`src/rtl/encoder_emulator.sv`:
```
// Rotary-encoder emulator: plays Gray-coded CLK/DT detent sequences and an optional
// active-low push-button pulse. Button generator is built only with ENCODER_EMULATOR_SW_EN.
module encoder_emulator #(
  parameter int PHASE_CYCLES    = 1000,
  parameter int SW_PRESS_CYCLES = 50000
) (
  input  logic       sys_clk,
  input  logic       sys_rst,
  input  logic       step_valid,
  input  logic       step_dir,
  input  logic [7:0] step_count,
  output logic       step_ready,
  output logic       step_done,
  input  logic       sw_req,
  output logic       enc_clk,
  output logic       enc_dt,
  output logic       enc_sw
);

  typedef enum logic [2:0] {IDLE, PH_A, PH_B, PH_C, DWELL} state_t;

  localparam logic [15:0] PH_LAST = 16'(PHASE_CYCLES - 1);

  state_t      r_state;
  state_t      w_nxt;
  logic [15:0] r_ph_cnt;
  logic [7:0]  r_rem;
  logic        r_dir;
  logic        r_ready;
  logic        r_done;
  logic        r_clk;
  logic        r_dt;
  logic        w_accept;
  logic        w_ph_end;

  // (clk,dt) for each phase; ni is shun with A/B swapped
  function automatic logic [1:0] f_lines(input state_t s, input logic dir);
    case (s)
      PH_A:    return dir ? 2'b10 : 2'b01;
      PH_B:    return 2'b11;
      PH_C:    return dir ? 2'b01 : 2'b10;
      default: return 2'b00;
    endcase
  endfunction

  // Ready is forced low for the whole time reset is held
  assign step_ready = r_ready & ~sys_rst;
  assign step_done  = r_done;
  assign enc_clk    = r_clk;
  assign enc_dt     = r_dt;
  assign w_accept   = step_valid & step_ready;
  assign w_ph_end   = (r_ph_cnt == PH_LAST);

  always_comb begin
    w_nxt = IDLE;
    case (r_state)
      PH_A:    w_nxt = PH_B;
      PH_B:    w_nxt = PH_C;
      PH_C:    w_nxt = DWELL;
      DWELL:   w_nxt = (r_rem != 8'd0) ? PH_A : IDLE;
      default: w_nxt = IDLE;
    endcase
  end

  always_ff @(posedge sys_clk) begin
    if (sys_rst) begin
      r_state  <= IDLE;
      r_ph_cnt <= '0;
      r_rem    <= '0;
      r_dir    <= 1'b0;
      r_ready  <= 1'b1;
      r_done   <= 1'b0;
      r_clk    <= 1'b0;
      r_dt     <= 1'b0;
    end else begin
      r_done <= 1'b0;
      if (r_state == IDLE) begin
        if (w_accept) begin
          r_dir    <= step_dir;
          r_ph_cnt <= '0;
          if (step_count != 8'd0) begin
            r_rem          <= step_count;
            r_state        <= PH_A;
            r_ready        <= 1'b0;
            {r_clk, r_dt}  <= f_lines(PH_A, step_dir);
          end else begin
            r_done <= 1'b1;
          end
        end
      end else if (w_ph_end) begin
        r_ph_cnt      <= '0;
        r_state       <= w_nxt;
        {r_clk, r_dt} <= f_lines(w_nxt, r_dir);
        // The step is counted as soon as the detent (DWELL) is reached
        if (w_nxt == DWELL)
          r_rem <= (r_rem != 8'd0) ? r_rem - 8'd1 : 8'd0;
        if (w_nxt == IDLE) begin
          r_done  <= 1'b1;
          r_ready <= 1'b1;
        end
      end else begin
        r_ph_cnt <= r_ph_cnt + 16'd1;
      end
    end
  end

`ifdef ENCODER_EMULATOR_SW_EN
  localparam logic [23:0] SW_LEN = 24'(SW_PRESS_CYCLES);

  logic [23:0] r_sw_cnt;
  logic        r_sw;

  // Requests arriving while a press is running are dropped, not queued
  always_ff @(posedge sys_clk) begin
    if (sys_rst) begin
      r_sw_cnt <= '0;
      r_sw     <= 1'b1;
    end else if (r_sw_cnt == 24'd0) begin
      if (sw_req) begin
        r_sw_cnt <= SW_LEN;
        r_sw     <= 1'b0;
      end
    end else begin
      r_sw_cnt <= r_sw_cnt - 24'd1;
      if (r_sw_cnt == 24'd1)
        r_sw <= 1'b1;
    end
  end

  assign enc_sw = r_sw;
`else
  logic w_sw_unused;
  assign w_sw_unused = sw_req;
  assign enc_sw      = 1'b1;
`endif

endmodule

```
`config.mk`:
```
export PLATFORM = sky130hd
export DESIGN_NAME = encoder_emulator
export DESIGN_NICKNAME = d
export VERILOG_FILES = /design/src/rtl/encoder_emulator.sv
export SDC_FILE = /design/constraint.sdc
export NUM_CORES = 1
export LEC_CHECK = 0
export CELL_PAD_IN_SITES_DETAIL_PLACEMENT = 0
export CELL_PAD_IN_SITES_GLOBAL_PLACEMENT = 1
export CORE_AREA = 2 2 70 72
export CTS_BUF_LIST = sky130_fd_sc_hd__clkbuf_16
export DETAILED_ROUTE_END_ITERATION = 8
export DIE_AREA = 0 0 72 74
export HOLD_SLACK_MARGIN = 0.15
export PLACE_DENSITY_LB_ADDON = 0.1
export SLEW_MARGIN = 10
export SYNTH_ARGS = -nofsm -noshare
export SYNTH_HDL_FRONTEND = slang
export SYNTH_SLANG_ARGS = --single-unit
```
`constraint.sdc`:
```
create_clock -name sys_clk -period 2.4 [get_ports sys_clk]
set_input_delay 0.48 -clock sys_clk [delete_from_list [all_inputs] [get_ports sys_clk]]
set_output_delay 0.48 -clock sys_clk [all_outputs]
set_load 0.02 [all_outputs]
```
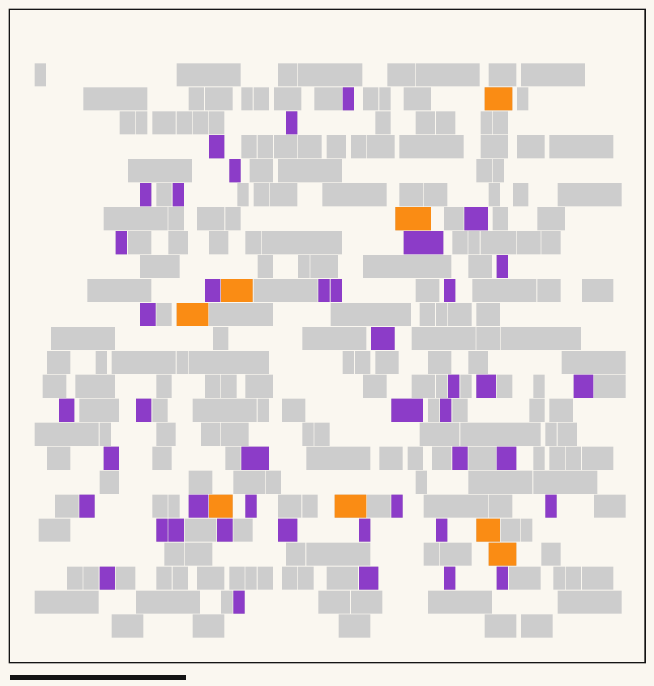
Figure 1: run 1, logic cells by family.
Scale bar: 20 um.
purple -> NOR gates  # cells 43
orange -> AND-OR and OR-AND gates  # cells 8
final standard cell count with taps included and fillers excluded: 315
most common library cell in the layout ignoring fill and taps: sky130_fd_sc_hd__dfxtp_1
fraction of area in multi-input gates: 0.4970

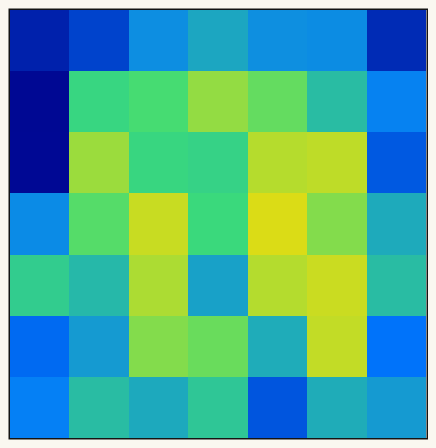
Figure 2: run 1, placement density heat map.
7 x 7 tiles, from dark blue (low) to red (high), 0 to 100% covered.
mean over tiles = 41%
densest ninth of the die = center
emptiest ninth of the die = upper left

==> results.rst, run 1 <==
Synthesis and place-and-route
=============================

.. list-table::
   :header-rows: 1

   * - Metric
     - Value
   * - Status
     - finished, final reports clean
   * - Average size of a mapped cell
     - 7.800 sq um
   * - RR Endpoint
     - enc_clk
   * - H-tree level count
     - 2
   * - Clock Path Buffers
     - 2
   * - Number of filler cells placed in the layout
     - 453
   * - Hold depth
     - 2
   * - Largest Pwr Group
     - combinational cells
   * - Setup slack after layout
     - 0.2042 ns
   * - Total number of vias
     - 1834
   * - Maximum single-stage delay on the critical path
     - 0.60 ns
   * - Dominant class by area
     - multi-input combinational cells
   * - Worst supply voltage drop on vdd
     - 424.3 uV
   * - Number of flip-flops and latches in the synthesized netlist
     - 32
   * - Cell-internal power
     - 0.001467 W
   * - Number of port buffers
     - 15
   * - Core Footprint
     - 4598 sq um
   * - Post-synth area hogs
     - sky130_fd_sc_hd__dfxtp_1 (34%), sky130_fd_sc_hd__a21oi_1 (6.7%), sky130_fd_sc_hd__nand2_1 (4.2%)
   * - Final standard cell area without fillers
     - 2268 sq um
   * - Net count of the finished layout
     - 276
   * - Xor and xnor fraction of the mapped netlist area
     - 0
   * - Switching share of total power
     - 0.4105
   * - Number of max-slew violations in the final report
     - 0
   * - Area growth, synth to finish
     - 21.68%
   * - Chain of cells forming the critical path
     - clkdlybuf4s50_1 > nor2b_1 > clkdlybuf4s50_1
   * - P_seq
     - 0.000682 W
   * - Largest net degree at the start of global routing
     - 19
   * - WHS
     - 0.4484 ns
   * - Overflow left after global routing
     - 0
   * - Worst r2r path cells
     - 5
   * - Cts bufs inserted
     - 5
   * - Via count of the first global-routing pass
     - 1658
   * - Total power
     - 0.002489 W
   * - Count of mapped cells out of synthesis
     - 239
   * - Multi-input combinational cell area
     - 1127 sq um
   * - Height of the die
     - 74 um
   * - Clock-cell share
     - 0.06012
   * - Nature of the critical path endpoint
     - output pin
   * - Startpoint of the most critical hold path
     - enc_clk
   * - Multi-input gates
     - 184
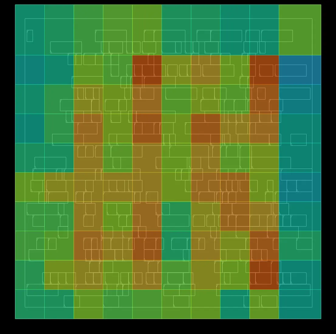
Figure 3: run 1, routing congestion map.
final core area utilization: 0.4933
GR Layer Usage met1: 0.2754
global routing met3 resource utilization: 0.04472
global-route track usage on met2: 0.2922

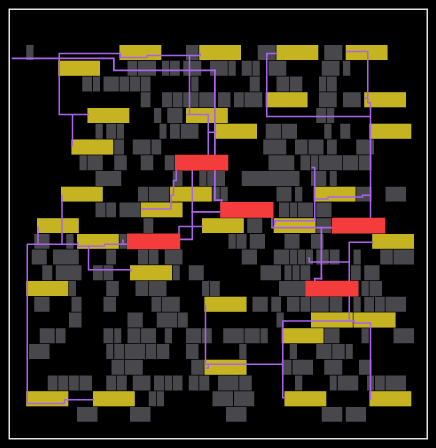
Figure 4: run 1, clock network drawn from the DEF.
yellow -> flip-flops  # count 32
red -> clock drivers  # count 5
purple -> clock wires  # length 500 um
routed clock nets = 6
skew final: 0.002322 ns
worst-skew pair later-pin latency: 0.27 ns

==> inputs of run 2 (changes only) <==
Settings changed: ABC_CLOCK_PERIOD_IN_PS set to 2400.
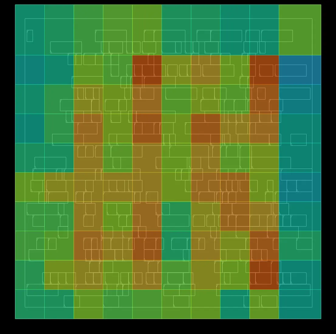
Figure 5: run 2, routing congestion map.
global-route total usage across every layer: 0.1922
WL per Instance: 14.87 um
Top Usage Layer GRT: met2

==> run 2 against run 1 <==
  * Synthesized area unchanged
  * Die area unchanged
  * Sequential share of layout area did not move
  * Clock power hardly changed
  * Non-clock buffer count did not move
  * Worst hold slack did not move
  * Critical path depth unchanged
  * Combinational power about the same
  * Flip-flop count unchanged
  * Global-route usage unchanged
  * Largest power group unchanged
==> results.rst, run 2 <==
Synthesis and place-and-route
=============================

.. list-table::
   :header-rows: 1

   * - Metric
     - Value
   * - Clk_buf instances
     - 5 (unchanged)
   * - Nature of the critical path endpoint
     - output pin (unchanged)
   * - Via count of the first global-routing pass
     - 1658 (unchanged)
   * - Post-synth area hogs
     - sky130_fd_sc_hd__dfxtp_1 (34%), sky130_fd_sc_hd__a21oi_1 (6.7%), sky130_fd_sc_hd__nand2_1 (4.2%) (unchanged)
   * - Largest net degree at the start of global routing
     - 19 (unchanged)
   * - Ratio of cells with drive above 1 in the final layout
     - 0.1034 (unchanged)
   * - P_seq
     - 0.000682 W (about the same)
   * - H-tree level count
     - 2 (unchanged)
   * - Peak clock frequency supported by timing
     - 0.4554 GHz (unchanged)
   * - Most common library cell in the layout ignoring fill and taps
     - sky130_fd_sc_hd__dfxtp_1 (unchanged)
   * - Clock sink count
     - 32 (unchanged)
   * - Worst supply voltage drop on vdd
     - 424.3 uV (unchanged)
   * - Multi-input combinational cell area
     - 1127 sq um (unchanged)
   * - WHS
     - 0.4484 ns (unchanged)
   * - Number of max-slew violations in the final report
     - 0 (unchanged)
   * - Final standard cell area without fillers
     - 2268 sq um (unchanged)
   * - Fraction of area in multi-input gates
     - 0.4970 (unchanged)
   * - Relative slew margins
     - 0.6603 (unchanged)
   * - Post-CTS sizing
     - 0 (unchanged)
   * - Core Footprint
     - 4598 sq um (unchanged)
   * - Clock-cell share
     - 0.06012 (unchanged)
   * - Global-route track usage on met2
     - 0.2922 (unchanged)
   * - Post-CTS setup buffers
     - 0 (unchanged)
   * - GR Layer Usage met1
     - 0.2754 (unchanged)
   * - Largest Pwr Group
     - combinational cells (unchanged)
   * - Total number of vias
     - 1834 (unchanged)
   * - Status
     - finished, final reports clean (unchanged)
   * - Height of the die
     - 74 um (unchanged)
   * - Area growth, synth to finish
     - 21.68% (unchanged)
   * - Final core area utilization
     - 0.4933 (unchanged)
   * - Overflow left after global routing
     - 0 (unchanged)
   * - RR Endpoint
     - enc_clk (unchanged)
   * - Master cell of the clock root buffer
     - sky130_fd_sc_hd__clkbuf_16 (unchanged)
   * - Switching share of total power
     - 0.4105 (unchanged)
   * - Total power
     - 0.002489 W (unchanged)
   * - Cell-internal power
     - 0.001467 W (unchanged)
   * - NetSw
     - 0.001022 W (unchanged)
   * - Number of hold buffers added after CTS
     - 0 (unchanged)
   * - Number of primary I/O pins
     - 18 (unchanged)
   * - Setup slack after layout
     - 0.2042 ns (unchanged)
   * - Hold depth
     - 2 (unchanged)
   * - Clock Path Buffers
     - 2 (unchanged)
   * - Dominant class by area
     - multi-input combinational cells (unchanged)
   * - Global routing met3 resource utilization
     - 0.04472 (unchanged)
   * - Cts bufs inserted
     - 5 (unchanged)
   * - Number of port buffers
     - 15 (unchanged)
   * - Cell count listed in synth_stat.txt
     - 239 (unchanged)
   * - Post-Synth Adder-Cell Area
     - 0.02013 (unchanged)
   * - Reg-to-reg slack, setup
     - 0.33 ns (about the same)
   * - Skew final
     - 0.002322 ns (unchanged)
   * - Met2 wire len
     - 2.132 mm (unchanged)
   * - Number of vias per cell
     - 5.822 (unchanged)
   * - Startpoint of the most critical hold path
     - enc_clk (unchanged)
   * - Area figure in the yosys stat output
     - 1864 sq um (unchanged)
   * - Count of mapped cells out of synthesis
     - 239 (unchanged)
   * - Average size of a mapped cell
     - 7.800 sq um (unchanged)
   * - Number of filler cells placed in the layout
     - 453 (unchanged)
   * - Final standard cell count with taps included and fillers excluded
     - 315 (unchanged)
   * - Multi-input gates
     - 184 (unchanged)
   * - Worst r2r path cells
     - 5 (unchanged)
   * - Xor and xnor fraction of the mapped netlist area
     - 0 (unchanged)
   * - Worst-skew pair later-pin latency
     - 0.27 ns (about the same)
   * - CTS clock-pin slew for the worst setup and hold paths
     - 0.05 ns (about the same)
   * - Maximum single-stage delay on the critical path
     - 0.60 ns (about the same)
   * - Number of flip-flops and latches in the synthesized netlist
     - 32 (unchanged)
   * - Chain of cells forming the critical path
     - clkdlybuf4s50_1 > nor2b_1 > clkdlybuf4s50_1 (unchanged)
   * - Net count of the finished layout
     - 276 (unchanged)
   * - Warning count from the yosys run
     - 0 (unchanged)
Power figures rest on the tool's default switching activity, not on a simulated workload.
